==> images/clk_routes.png <==
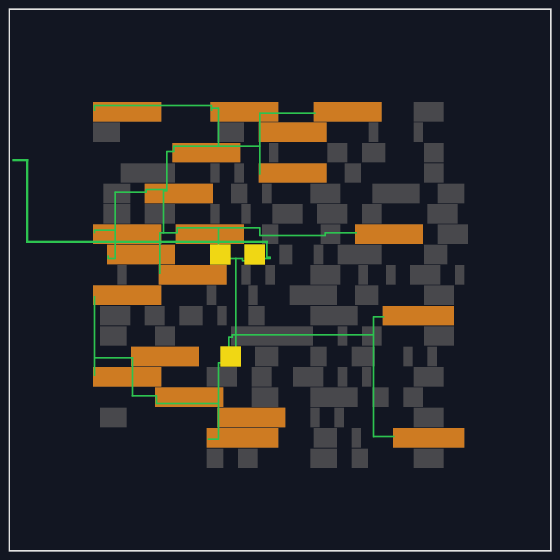
==> images/placement_by_type.png <==
Bar = 20 um. Fill, decap, tap and diode cells in grey.
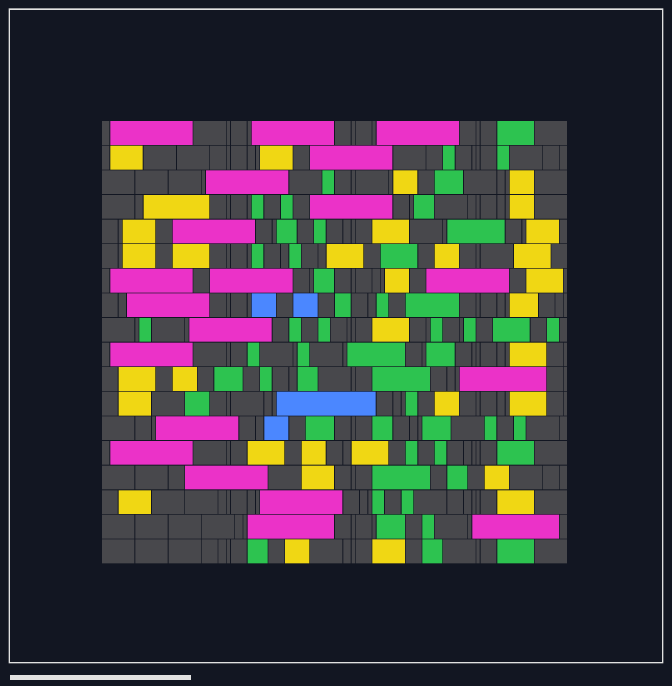
==> images/power_grid.png <==
Pins as bars on the die edge. Tap cells in grey.
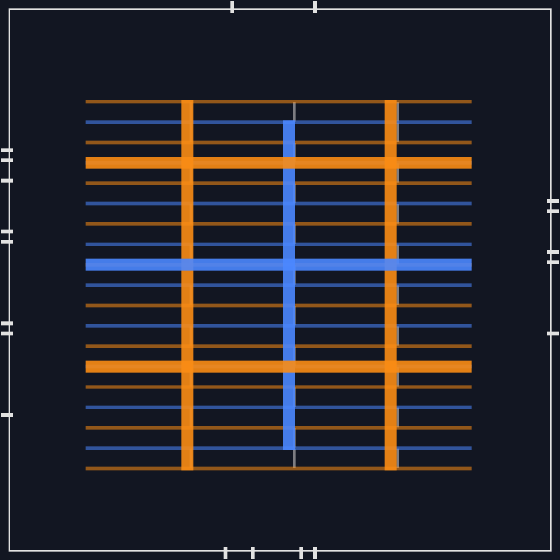
===== src/rtl/irq_capture_encoder.sv =====
// Four-line request capture front end: synchronise, capture into pending,
// priority-encode the highest unmasked pending line behind a valid/ack handshake.
module irq_capture_encoder #(
   parameter int SYNC_STAGES = 2,
   parameter bit EDGE_MODE   = 1'b1
) (
   input  logic       clk,
   input  logic       rst,
   input  logic [3:0] req_in,
   input  logic [3:0] mask,
   input  logic       ack,
   output logic [1:0] code,
   output logic       valid,
   output logic [3:0] pending,
   output logic       overflow
);

   logic [3:0] sync;
   logic [3:0] ev;
   logic [3:0] clr;
   logic [3:0] ov_hit;
   logic [3:0] cand;
   logic [3:0] pending_reg;
   logic [3:0] pending_next;
   logic [1:0] code_reg;
   logic [1:0] code_next;
   logic       valid_reg;
   logic       valid_next;
   logic       overflow_reg;
   logic       acc;
   logic       load;

   genvar gi;

   // Per-line synchroniser chain; the last stage is the only one logic may use.
   generate
      for (gi = 0; gi < 4; gi++) begin : g_sync
         logic [SYNC_STAGES-1:0] chain_reg;

         always_ff @(posedge clk or posedge rst) begin
            if (rst) begin
               chain_reg <= '0;
            end else begin
               chain_reg <= {chain_reg[SYNC_STAGES-2:0], req_in[gi]};
            end
         end

         assign sync[gi] = chain_reg[SYNC_STAGES-1];
      end
   endgenerate

   generate
      if (EDGE_MODE) begin : g_edge
         logic [3:0] sync_d_reg;

         always_ff @(posedge clk or posedge rst) begin
            if (rst) begin
               sync_d_reg <= '0;
            end else begin
               sync_d_reg <= sync;
            end
         end

         assign ev = sync & ~sync_d_reg;
      end else begin : g_level
         assign ev = sync;
      end
   endgenerate

   assign acc = valid_reg & ack;

   // A fresh event on a line being consumed re-arms it rather than counting as lost.
   generate
      for (gi = 0; gi < 4; gi++) begin : g_pend
         assign clr[gi]          = acc & (code_reg == 2'(gi));
         assign pending_next[gi] = ev[gi] | (pending_reg[gi] & ~clr[gi]);
         assign ov_hit[gi]       = ev[gi] & pending_reg[gi] & ~clr[gi];
      end
   endgenerate

   // Only already-registered events compete; this cycle's events wait one edge.
   assign cand = pending_reg & ~clr & ~mask;
   assign load = ~valid_reg | acc;

   always_comb begin
      code_next  = code_reg;
      valid_next = valid_reg;
      if (load) begin
         valid_next = |cand;
         code_next  = 2'd0;
         for (int i = 0; i < 4; i++) begin
            if (cand[i]) begin
               code_next = 2'(i);
            end
         end
      end
   end

   always_ff @(posedge clk or posedge rst) begin
      if (rst) begin
         pending_reg  <= '0;
         code_reg     <= '0;
         valid_reg    <= 1'b0;
         overflow_reg <= 1'b0;
      end else begin
         pending_reg  <= pending_next;
         code_reg     <= code_next;
         valid_reg    <= valid_next;
         overflow_reg <= overflow_reg | (|ov_hit);
      end
   end

   assign code     = code_reg;
   assign valid    = valid_reg;
   assign pending  = pending_reg;
   assign overflow = overflow_reg;

endmodule


===== config.mk =====
export PLATFORM = sky130hd
export DESIGN_NAME = irq_capture_encoder
export DESIGN_NICKNAME = d
export VERILOG_FILES = /design/src/rtl/irq_capture_encoder.sv
export SDC_FILE = /design/constraint.sdc
export NUM_CORES = 1
export LEC_CHECK = 0
export ABC_AREA = 1
export CAP_MARGIN = 20
export CELL_PAD_IN_SITES_DETAIL_PLACEMENT = 2
export CELL_PAD_IN_SITES_GLOBAL_PLACEMENT = 2
export CORE_MARGIN = 10
export CORE_UTILIZATION = 28
export DETAILED_ROUTE_END_ITERATION = 8
export PLACE_DENSITY_LB_ADDON = 0.1
export SETUP_SLACK_MARGIN = 0.2
export SYNTH_ARGS = -nofsm -noshare
export SYNTH_HDL_FRONTEND = slang
export SYNTH_SLANG_ARGS = --single-unit

===== constraint.sdc =====
create_clock -name clk -period 1.2 [get_ports clk]
set_input_delay 0.36 -clock clk [delete_from_list [all_inputs] [get_ports clk]]
set_output_delay 0.36 -clock clk [all_outputs]
set_load 0.02 [all_outputs]

==> out/qor.yml <==
seq_power_share: 0.299
final_max_slew_viol_count: 0
filler_cell_count: 255
ys_chip_area_sq_um: 759
ctsLongestPathBuffers: 2
max_slew.worst_pin.slew_ps: 185
outcome: "finished with violations"
detailed_place.area_sq_mm: 0.00106
critPathArrivalTime_ps: 880
tritoncts: "done"
violations: "setup timing"
antenna_cells: 0
cpMaxStageDelayCell: "sky130_fd_sc_hd__dfrtp_2"
dr_total_vias: 636
hold_depth: 0
critical_path.n_buffers_inverters: 1
detailed_router_iteration_count_before_antenna_repair: 2
critPathLaunchType: "flop"
drv_cap: 0
timing.final.setup_violations: 8
postSynthRegisterBits: 20
power_leakage_nw: 0.621
hold_end: "g_sync[2].chain_reg[1]"
drtIter0Drc: 11
place.gp.congestion: 0.721
power.switching_fraction: 0.369
path_cells: "buf_6"
fp_util: 0.301
timing.hold.worst.class: "reg -> reg"
grt_first_pass_wirelength_um: 3680
path_delay_family: "flip-flops"
grt_pass1_vias: 779
finish.cell_count_without_fillers: 139
achievable-frequency_mhz: 810
final_min_period_over_clock_period: 1.03
net_switching_component_of_the_power_mw: 1.12
yosys_warnings: 0
cts_buffers: 3
slowest_delay_ps: 440
r2r_slack_ps: 0
critical_path_required_ps: 840
dieArea_sq_mm: 0.00520
global_route.overflow_total: 0
grt_use_total: 0.0903
numPortBuffers: 18
reg2reg_from: "code[1]"
synth_cells: 72
clock_sinks: 20
post_route_cells_drive_above_1_share: 0.450
synth-seq-area-share: 0.659
placement.setup.worst_slack_ps: -413
holdCritStartpoint: "g_sync[2].chain_reg[0]"
timing.reg2reg.worst_path_depth: 8
power.total_mw: 3.04
period_needed_ps: 1240
design.portCount: 19
postRouteWirelength_um: 2310
lay_top_cells: "17 x sky130_fd_sc_hd__dfrtp_1, 13 x sky130_fd_sc_hd__inv_1, 12 x sky130_fd_sc_hd__buf_6"
syn2layout_area_growth_pct: 68.4
slew_headroom: 0.877
timing_worst_setup_path_type: "reg -> out"
worst_r2r_endpoint: "valid"
vias_per_cell: 4.58
timing.final.hold_violations: 0
mostFrequentLayoutCell: "sky130_fd_sc_hd__dfrtp_1"
pin_count_of_the_biggest_net_entering_global_routing: 21
syn-cell-area_sq_um: 759
yosysUniqueCellTypes: 15
detailed_place_hpwl_um: 1470
cell_int_power_mw: 1.92
warning_count: 29
placed_cells_incl_taps: 129
combPwrFrac: 0.518
h-tree-depth: 1
routedWlPerCell_um: 16.6
cp-end-kind: "output port"
final_antenna_net_count: 0
clk_pin_slew_ps: 110
finish.net_count: 121
antenna_violations_before_repair: 0
largest_register_ffs: 8
floorplan.nets: 83
ys_cells: 72
cell_pwr_density_mw_per_mm2: 2370
route.detailed.drc: 0
rsz0062_at_grt: "yes"
cts_root_buf: "sky130_fd_sc_hd__clkbuf_4"
post_synth.cell_area_avg_sq_um: 10.5
postLayoutSetupSlackWorst_ps: -35.1
path_max_fanout: 2
-- clk_routes.png (at the start) --
legend:
  clock drivers:
    colour: yellow
    count: 3
  flip-flops:
    colour: orange
    count: 20
  clock wires:
    colour: green
    length: 279 um
routed clock nets: 4
Clock Power: 555 uW
clock insertion delay at the later pin of the skew report: 300 ps
Clk network pwr share: 0.183
Fin Clk Skew: 10.5 ps

-- placement_by_type.png (at the start) --
legend:
  remaining buffers and delay cells:
    colour: yellow
    cells: 33
    share_of_their_area: 27%
  clock drivers and dummy loads:
    colour: blue
    cells: 4
    share_of_their_area: 4.2%
  combinational and other logic:
    colour: green
    cells: 52
    share_of_their_area: 29%
  sequential cells:
    colour: magenta
    cells: 20
    share_of_their_area: 41%
Finished Cell Area: 0.00128 sq mm
Std-Cell Core Area: 0.00252 sq mm
sequential portion of the cell area: 0.394
Core Rows: 18
fraction of the core area covered by cells at the end of the flow: 0.507

-- power_grid.png (at the start) --
legend:
  VSS:
    colour: orange
  VDD:
    colour: blue
rows: 18
signal pins: 19
tap cells: 30
met5 straps: 3
met4 straps: 3
Chip Height: 72.1 um
worst vdd rail ir drop: 1.19 mV
die width: 72.1 um

[per-stage QoR]
step | hold WS, ps | TNS [ps]
2_1_floorplan | 324 | 0
3_3_place_gp | 332 | -2860
3_5_place_dp | 339 | -3240
4_1_cts | 367 | -252
5_1_grt | 371 | -690
6_report | 362 | -132
[what timing repair did]
| item | CTS | global route |
|---|---|---|
| hold buffers | 0 | 0 |
| buffers inserted | 5 | 1 |
| endpoints found under the setup margin | 16 | 16 |
| pin swaps | 4 | 7 |
| resized | 64 | 13 |
[power groups by stage]
stage | sequential, mW | clock [mW] | combinational, mW
finish | 0.909 | 0.555 | 1.57
global route | 0.931 | 0.603 | 1.69
CTS | 0.906 | 0.572 | 1.39
detailed placement | 0.897 | 0 | 1.08
global placement | 0.885 | 0 | 1.05
floorplan | 1.08 | 0 | 0.322
[final cells by class]
cell class,instances,area [sq um],area share
sequential,20,504,0.394
timing repair buffer,33,329,0.257
multi-input combinational,35,279,0.218
inverter,17,76.3,0.0597
tap,30,37.5,0.0294
clock inverter,1,30.0,0.0235
clock buffer,3,22.5,0.0176
[kinds of logic (layout without fill, tap and decap cells)]
kind of cell / after synthesis / count (layout) / share of synthesized area
AND/OR/NAND/NOR: 29 / 29 / 0.198
flip-flops: 20 / 20 / 0.659
AND-OR/OR-AND: 6 / 6 / 0.0593
buffers and inverters: 17 / 54 / 0.0840
[synthesized netlist by cell type]
master,count,area share
sky130_fd_sc_hd__nand3b_1,1,0.0099
sky130_fd_sc_hd__nand4_1,3,0.025
sky130_fd_sc_hd__nand2_2,2,0.016
sky130_fd_sc_hd__a22o_1,3,0.035
sky130_fd_sc_hd__o21ai_0,1,0.0066
sky130_fd_sc_hd__o21ai_2,1,0.012
sky130_fd_sc_hd__a21oi_1,1,0.0066
sky130_fd_sc_hd__nand3_2,3,0.040
sky130_fd_sc_hd__nand3_1,1,0.0066
sky130_fd_sc_hd__inv_1,16,0.079
sky130_fd_sc_hd__dfrtp_1,20,0.66
sky130_fd_sc_hd__nor2_2,2,0.016
sky130_fd_sc_hd__inv_2,1,0.0049
sky130_fd_sc_hd__nor2_1,6,0.030
sky130_fd_sc_hd__nand2_1,11,0.054
[per-layer routing]
layer	wire length, um	up-vias	global-route usage
met5	0	-	0
met4	51	0	0.0387
met3	130	4	0.0340
met2	1260	15	0.164
met1	867	322	0.0890
li1	-	295	-
[how the worst max path moves through the flow]
stage	slack, ps	startpoint	end	depth (start not counted)
floorplan	140	code[1]	overflow	6
global placement	-360	ack	valid	8
detailed placement	-410	ack	valid	8
CTS	-50	code[0]	code[0]	1
global route	-70	pending[3]	pending[3]	1
finish	-40	code[0]	code[0]	1
Power is estimated from default activity; no workload was simulated.
